<file path="config.mk">
export PLATFORM = sky130hd
export DESIGN_NAME = spread_16p
export DESIGN_NICKNAME = d
export VERILOG_FILES = /design/src/rtl/spread_16p.sv
export SDC_FILE = /design/constraint.sdc
export NUM_CORES = 1
export LEC_CHECK = 0
export ABC_AREA = 1
export ABC_CLOCK_PERIOD_IN_PS = 3000
export CORE_ASPECT_RATIO = 2
export CORE_MARGIN = 10
export CORE_UTILIZATION = 30
export CTS_CLUSTER_SIZE = 16
export DETAILED_ROUTE_END_ITERATION = 12
export GPL_ROUTABILITY_DRIVEN = 0
export SLEW_MARGIN = 0
export SYNTH_ARGS = -nofsm -noshare
export SYNTH_HDL_FRONTEND = slang
export SYNTH_SLANG_ARGS = --single-unit
</file>
<file path="constraint.sdc">
create_clock -name clk -period 3 [get_ports clk]
set_input_delay 0.3 -clock clk [delete_from_list [all_inputs] [get_ports clk]]
set_output_delay 0.3 -clock clk [all_outputs]
set_load 0.02 [all_outputs]
</file>
<file path="src/rtl/spread_16p.sv">
// Frame generator: spreads a 12-bit two's-complement value over 16 sign-magnitude
// samples paced by a self-generated sample clock (syn_out).
module spread_16p #(
    parameter int HALF = 10
) (
    input  logic        clk,
    input  logic        res,
    input  logic [11:0] data_in,
    input  logic        syn_in,
    output logic [7:0]  data_out,
    output logic        syn_out,
    output logic        frm,
    output logic        ovf
);

    localparam int HCW = (HALF > 1) ? $clog2(HALF) : 1;
    localparam logic signed [11:0] SAT_P = 12'sd2032;
    localparam logic signed [11:0] SAT_N = -12'sd2032;

    logic [HCW-1:0]     hc;
    logic [3:0]         k;
    logic [11:0]        pv;
    logic               pf;
    logic signed [7:0]  q;
    logic [3:0]         r;

    logic signed [11:0] din_s;
    logic signed [11:0] sat_val;
    logic               hc_wrap;
    logic               fall;
    logic               bnd;
    logic [3:0]         k_nxt;
    logic signed [7:0]  nq;
    logic [3:0]         nr;

    // sample idx = q + (idx < r); result always within +/-127, so -s fits in 7 bits
    function automatic logic [7:0] enc(input logic signed [7:0] qq,
                                       input logic [3:0] rr,
                                       input logic [3:0] idx);
        logic signed [7:0] s;
        logic signed [7:0] m;
        s = qq + ((idx < rr) ? 8'sd1 : 8'sd0);
        m = -s;
        if (s < 0)
            return {1'b1, m[6:0]};
        return {1'b0, s[6:0]};
    endfunction

    assign din_s = data_in;

    always_comb begin
        sat_val = din_s;
        if (din_s > SAT_P)
            sat_val = SAT_P;
        else if (din_s < SAT_N)
            sat_val = SAT_N;
    end

    assign hc_wrap = (hc == HCW'(HALF - 1));
    assign fall    = hc_wrap && syn_out;
    assign bnd     = fall && (k == 4'd15);
    assign k_nxt   = k + 4'd1;
    // pv is saturated to +/-2032, so pv[11:4] is the floor quotient without loss
    assign nq      = pf ? signed'(pv[11:4]) : 8'sd0;
    assign nr      = pf ? pv[3:0] : 4'd0;

    always_ff @(posedge clk) begin
        if (!res) begin
            hc       <= '0;
            k        <= 4'd0;
            q        <= 8'sd0;
            r        <= 4'd0;
            pv       <= 12'd0;
            pf       <= 1'b0;
            data_out <= 8'h00;
            syn_out  <= 1'b0;
            frm      <= 1'b1;
            ovf      <= 1'b0;
        end else begin
            hc <= hc_wrap ? '0 : hc + 1'b1;
            if (hc_wrap)
                syn_out <= ~syn_out;

            if (fall) begin
                k   <= k_nxt;
                frm <= (k_nxt == 4'd0);
                if (bnd) begin
                    q        <= nq;
                    r        <= nr;
                    data_out <= enc(nq, nr, 4'd0);
                end else begin
                    data_out <= enc(q, r, k_nxt);
                end
            end

            // a write landing on the boundary edge refills pv just as the old value loads
            ovf <= syn_in && pf && !bnd;
            if (syn_in) begin
                pv <= sat_val;
                pf <= 1'b1;
            end else if (bnd) begin
                pf <= 1'b0;
            end
        end
    end

endmodule
</file>
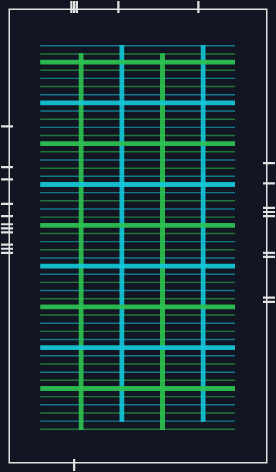
run_1/pdn.png
Scale: 3 px per um. Pins as bars on the die edge.
legend:
  cyan:
    net: VDD
  green:
    net: VSS
rows: 47
signal pins: 26
met5 straps: 9
met1 rails: 48

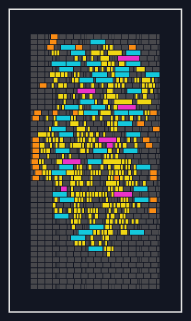
run_1/cell_classes.png
Scale: 2 px per um. Fill, decap, tap and diode cells in gray.
legend:
  cyan:
    class: flip-flops
    cells: 44
    share_of_their_area: 30%
  orange:
    class: other buffers and delay cells
    cells: 28
    share_of_their_area: 9.2%
  yellow:
    class: all other logic
    cells: 315
    share_of_their_area: 55%
  magenta:
    class: clock drivers and dummy loads
    cells: 8
    share_of_their_area: 5.8%

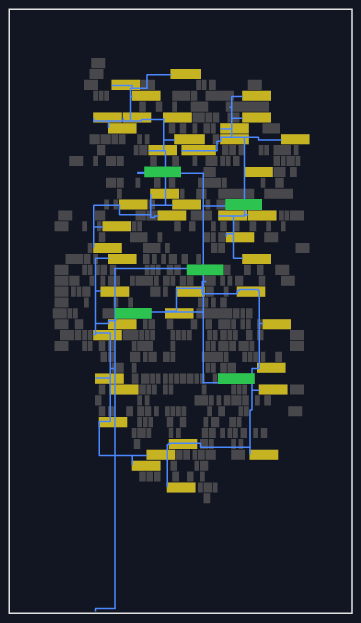
run_1/clock_map.png
Scale: 4 px per um.
legend:
  blue:
    item: clock wires
    length: 643 um
  green:
    item: cells driving clock nets
    count: 5
  yellow:
    item: flip-flops
    count: 44
routed clock nets: 6

==> Slide: Implementation Results, run 1 <==
Key Metrics from the Run

Global routing
  • First-pass GRT wire length: 10.28 mm
  • Met3 Resource Use GR: 2.381%
  • Most Crowded Layer GR: met2
  • Initial antenna violation count: 0
  • Met1 Use GR: 9.340%
  • Met2 Usage GRT: 17.62%

Setup path
  • Max stage delay cell, worst path: o21ai_0
  • Largest delay contributor family on the critical path: adder cells
  • R2R Setup Slk: 0.21 ns
  • Largest stage delay, worst path: 0.42 ns
  • Crit path to: data_out[5]
  • Cell repeated most along the worst path: nand2_1
  • Setup crit start kind: register
  • Critical Path, Cell by Cell: ha_1, ha_1, a21oi_1, o21a_1, ha_2, ha_4, inv_1, o21ai_0, nand3_1, nand2_1, nand2_1, nand3_1, nand2_1, nor2_1, nor2_1
  • Reg2reg start: k[0]
  • Crit path buf inv count: 1
  • Critical Path AT: 2.97 ns

Final layout
  • Final net count: 422
  • NonClk Buf Share: 8.805%
  • Ant. Diodes: 0
  • Clk_buf instances: 5
  • Non-clock buffers: 28
  • Seq/total area: 28.63%
  • Inverter count: 42
  • Design Area, Final: 3098 um2
  • Clock buf/inv share: 5.574%
  • Layout Utilization: 37.36%
  • Layout cells sized above 1: 9.114%
  • Layout Cells excl Fill: 493
  • Leading cell kind: combinational gates
  • Comb_multi_in: 273
  • FF/Latch Area: 887.1 um2
  • Fraction of area in multi-input gates: 47.86%

Drt
  • ANT nets after route: 0
  • Wire length on met3: 231 um
  • Routed wl met2: 3.242 mm
  • Top Layer Used: met4
  • Vias: 2,426
  • DRC: 0
  • Final WL: 6.222 mm
  • 1st-pass router iterations: 4

Placed design
  • Area of placed instances: 2878 um2
  • Dpl ws: 0.05011 ns
  • Final HPWL DP: 4.786 mm

Clock tree
  • Worst-path clk slew: 0.06 ns
  • Clock H-tree levels: 2
  • Number of gates resized after CTS: 0
  • Number of buffers added for setup after CTS: 0
  • Sink Count: 44
  • Max clock buf depth: 2
  • Clk root buf: clkbuf_16

Pwr
  • Reg power frac: 44.8%
  • Power Density: 441.1 nW/um2
  • VDD IR max: 265.0 uV
  • Seq. pwr: 612 uW
  • Leakage power: 1.353 nW
  • Combinational cell power: 124 uW
  • Clk network pwr share: 46.2%
  • Final Power: 1.366 mW

Synth
  • Register area share after synthesis: 34.41%
  • Top-area cell share: 34.41%
  • Synth Warn #: 0
  • Synth Area in Compound Gates: 15.88%
  • Main logic family: simple AND/OR/NAND/NOR gates
  • Adder-cell share of the synthesized area: 6.354%
  • Syn Nets: 399
  • Synthesized area per cell: 6.900 um2
  • Ys flops: 44
  • Synth Instances: 371
  • Basic Gates by Area: 32.36%
  • Top-count cell post-synth: nand2_1
  • Top area cell types: dfxtp_1 34%, nand2_1 12%, nand3_1 7.0%
  • Yosys cell count: 371

Min path
  • Hold WC Path Type: register to register
  • Hold path endpoint: data_out[7]
  • Start point of the worst hold path: data_out[7]
  • Hold depth: 2

Flow run
  • Max Cap Violations: 0

Outcome
  • Status: finished, final reports clean

Final timing
  • Max-slew violations: 0
  • Worst slew pin tran: 0.4951 ns
  • Setup TNS: 0 ns
  • Endpoints failing setup: 0
  • Worst setup margin: 0.2137 ns

Floorplan
  • Ports: 26
  • Die W: 85.32 um
  • Initial Util: 30.87%
==> run 1 -> run 2 <==
--- a/config.mk
+++ b/config.mk
@@ -13,6 +13,7 @@
 export CTS_CLUSTER_SIZE = 16
 export DETAILED_ROUTE_END_ITERATION = 12
 export GPL_ROUTABILITY_DRIVEN = 0
+export SETUP_SLACK_MARGIN = 0.02
 export SLEW_MARGIN = 0
 export SYNTH_ARGS = -nofsm -noshare
 export SYNTH_HDL_FRONTEND = slang
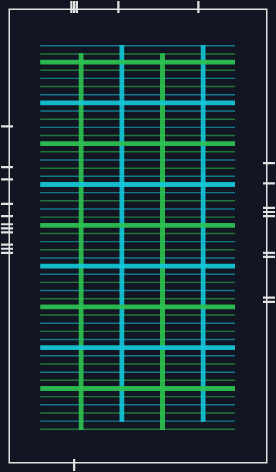
run_2/pdn.png
Scale: 3 px per um. Pins as bars on the die edge.
Die W: 85.32 um
Die H: 150.6 um
Core ar.: 8292 um2
VDD IR max: 265.0 uV

==> run 2 against run 1 <==
Clock power barely moved. Power did not move. Global-route usage did not move. Utilization did not move. Combinational power barely moved. Non-clock buffer count did not move. Largest cell class unchanged. Largest power group unchanged.
==> Slide: Implementation Results, run 2 <==
Key Metrics from the Run

Outcome
  • Status: finished, final reports clean

Setup path
  • Crit path buf inv count: 1
  • Max stage delay cell, worst path: o21ai_0
  • Cell repeated most along the worst path: nand2_1
  • Crit path DRT: 3.18 ns
  • Reg2reg start: k[0]
  • R2R Setup Slk: 0.21 ns
  • Critical Path AT: 2.97 ns
  • Crit path to: data_out[5]
  • Largest delay contributor family on the critical path: adder cells
  • WP depth: 15
  • Largest stage delay, worst path: 0.42 ns
  • Critical Path, Cell by Cell: ha_1, ha_1, a21oi_1, o21a_1, ha_2, ha_4, inv_1, o21ai_0, nand3_1, nand2_1, nand2_1, nand3_1, nand2_1, nor2_1, nor2_1
  • Setup crit start kind: register

Pwr
  • Power Density: 441.1 nW/um2
  • Seq. pwr: 612 uW
  • Net Switching: 322.9 uW
  • Combinational cell power: 124 uW
  • Leakage power: 1.353 nW
  • Reg power frac: 44.8%
  • Clk network pwr share: 46.2%
  • Final Power: 1.366 mW

Clock tree
  • Clock H-tree levels: 2
  • Num CTS Buffers: 5
  • Hold_buf cts: 0
  • Clk root buf: clkbuf_16
  • Sink Count: 44
  • Worst-path clk slew: 0.06 ns
  • CTS tree: built
  • Number of buffers added for setup after CTS: 0
  • Number of gates resized after CTS: 0
  • Max clock buf depth: 2

Final layout
  • Clock buf/inv share: 5.574%
  • Leading cell kind: combinational gates
  • Seq/total area: 28.63%
  • Inverter count: 42
  • Non-clock buffers: 28
  • Dominant logic cell type in the layout: nand2_1
  • NonClk Buf Share: 8.805%
  • Registers: 44
  • Max FFs per register: 12
  • Fraction of area in multi-input gates: 47.86%
  • Design Area, Final: 3098 um2
  • # fillers: 890
  • Layout Utilization: 37.36%
  • Layout Cells excl Fill: 493
  • Ant. Diodes: 0
  • Comb_multi_in: 273
  • FF/Latch Area: 887.1 um2
  • Layout cells sized above 1: 9.114%
  • Clk_buf instances: 5
  • Final net count: 422
  • Most common logic cells in the final layout: 80 x nand2_1, 41 x dfxtp_1, 37 x inv_1, 36 x nor2_1, 35 x nand3_1

Global routing
  • Most Crowded Layer GR: met2
  • Vias in the first global route: 2,358
  • Initial antenna violation count: 0
  • Met1 Use GR: 9.340%
  • First-pass GRT wire length: 10.28 mm
  • Met2 Usage GRT: 17.62%
  • Met3 Resource Use GR: 2.381%

Synth
  • Yosys cell count: 371
  • Register area share after synthesis: 34.41%
  • Adder-cell share of the synthesized area: 6.354%
  • Top area cell types: dfxtp_1 34%, nand2_1 12%, nand3_1 7.0%
  • Syn Nets: 399
  • Post-synth EDFFs: 0
  • Top-count cell post-synth: nand2_1
  • Basic Gates by Area: 32.36%
  • Async SR Flop Fraction: 0%
  • Synth Instances: 371
  • Synthesized area per cell: 6.900 um2
  • Top-area cell share: 34.41%
  • Ys flops: 44
  • Synth Warn #: 0
  • Main logic family: simple AND/OR/NAND/NOR gates
  • Synth Area in Compound Gates: 15.88%

Drt
  • 1st-pass router iterations: 4
  • Routed wl met2: 3.242 mm
  • ANT nets after route: 0
  • DRC: 0
  • Drt wl/cell: 12.62 um
  • Final WL: 6.222 mm
  • Top Layer Used: met4
  • Vias: 2,426
  • Avg Vias per Cell: 4.921
  • Wire length on met3: 231 um

Placed design
  • Area of placed instances: 2878 um2
  • Final HPWL DP: 4.786 mm
  • Dpl ws: 0.05011 ns

Min path
  • Hold path endpoint: data_out[7]
  • Start point of the worst hold path: data_out[7]
  • Hold depth: 2
  • Hold WC Path Type: register to register

Final timing
  • Worst slew pin tran: 0.4951 ns
  • Worst setup margin: 0.2137 ns
  • Hold_ws: 0.4788 ns
  • Max_slew headroom: 66.65%
  • Endpoints failing setup: 0
  • Max-slew violations: 0
  • Setup TNS: 0 ns

Flow run
  • Tool warning count: 27
  • Max Cap Violations: 0

Floorplan
  • Row cnt: 47
  • Initial Util: 30.87%
  • Ports: 26
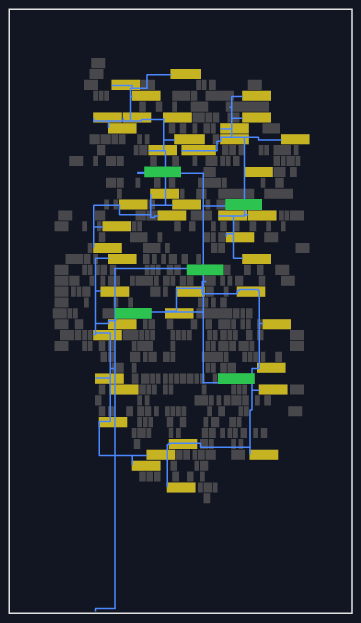
run_2/clock_map.png
Scale: 4 px per um.
Latency at later pin: 0.29 ns
Setup Skew: 0.003688 ns
clk pwr: 631 uW

Power is estimated from default activity; no workload was simulated.
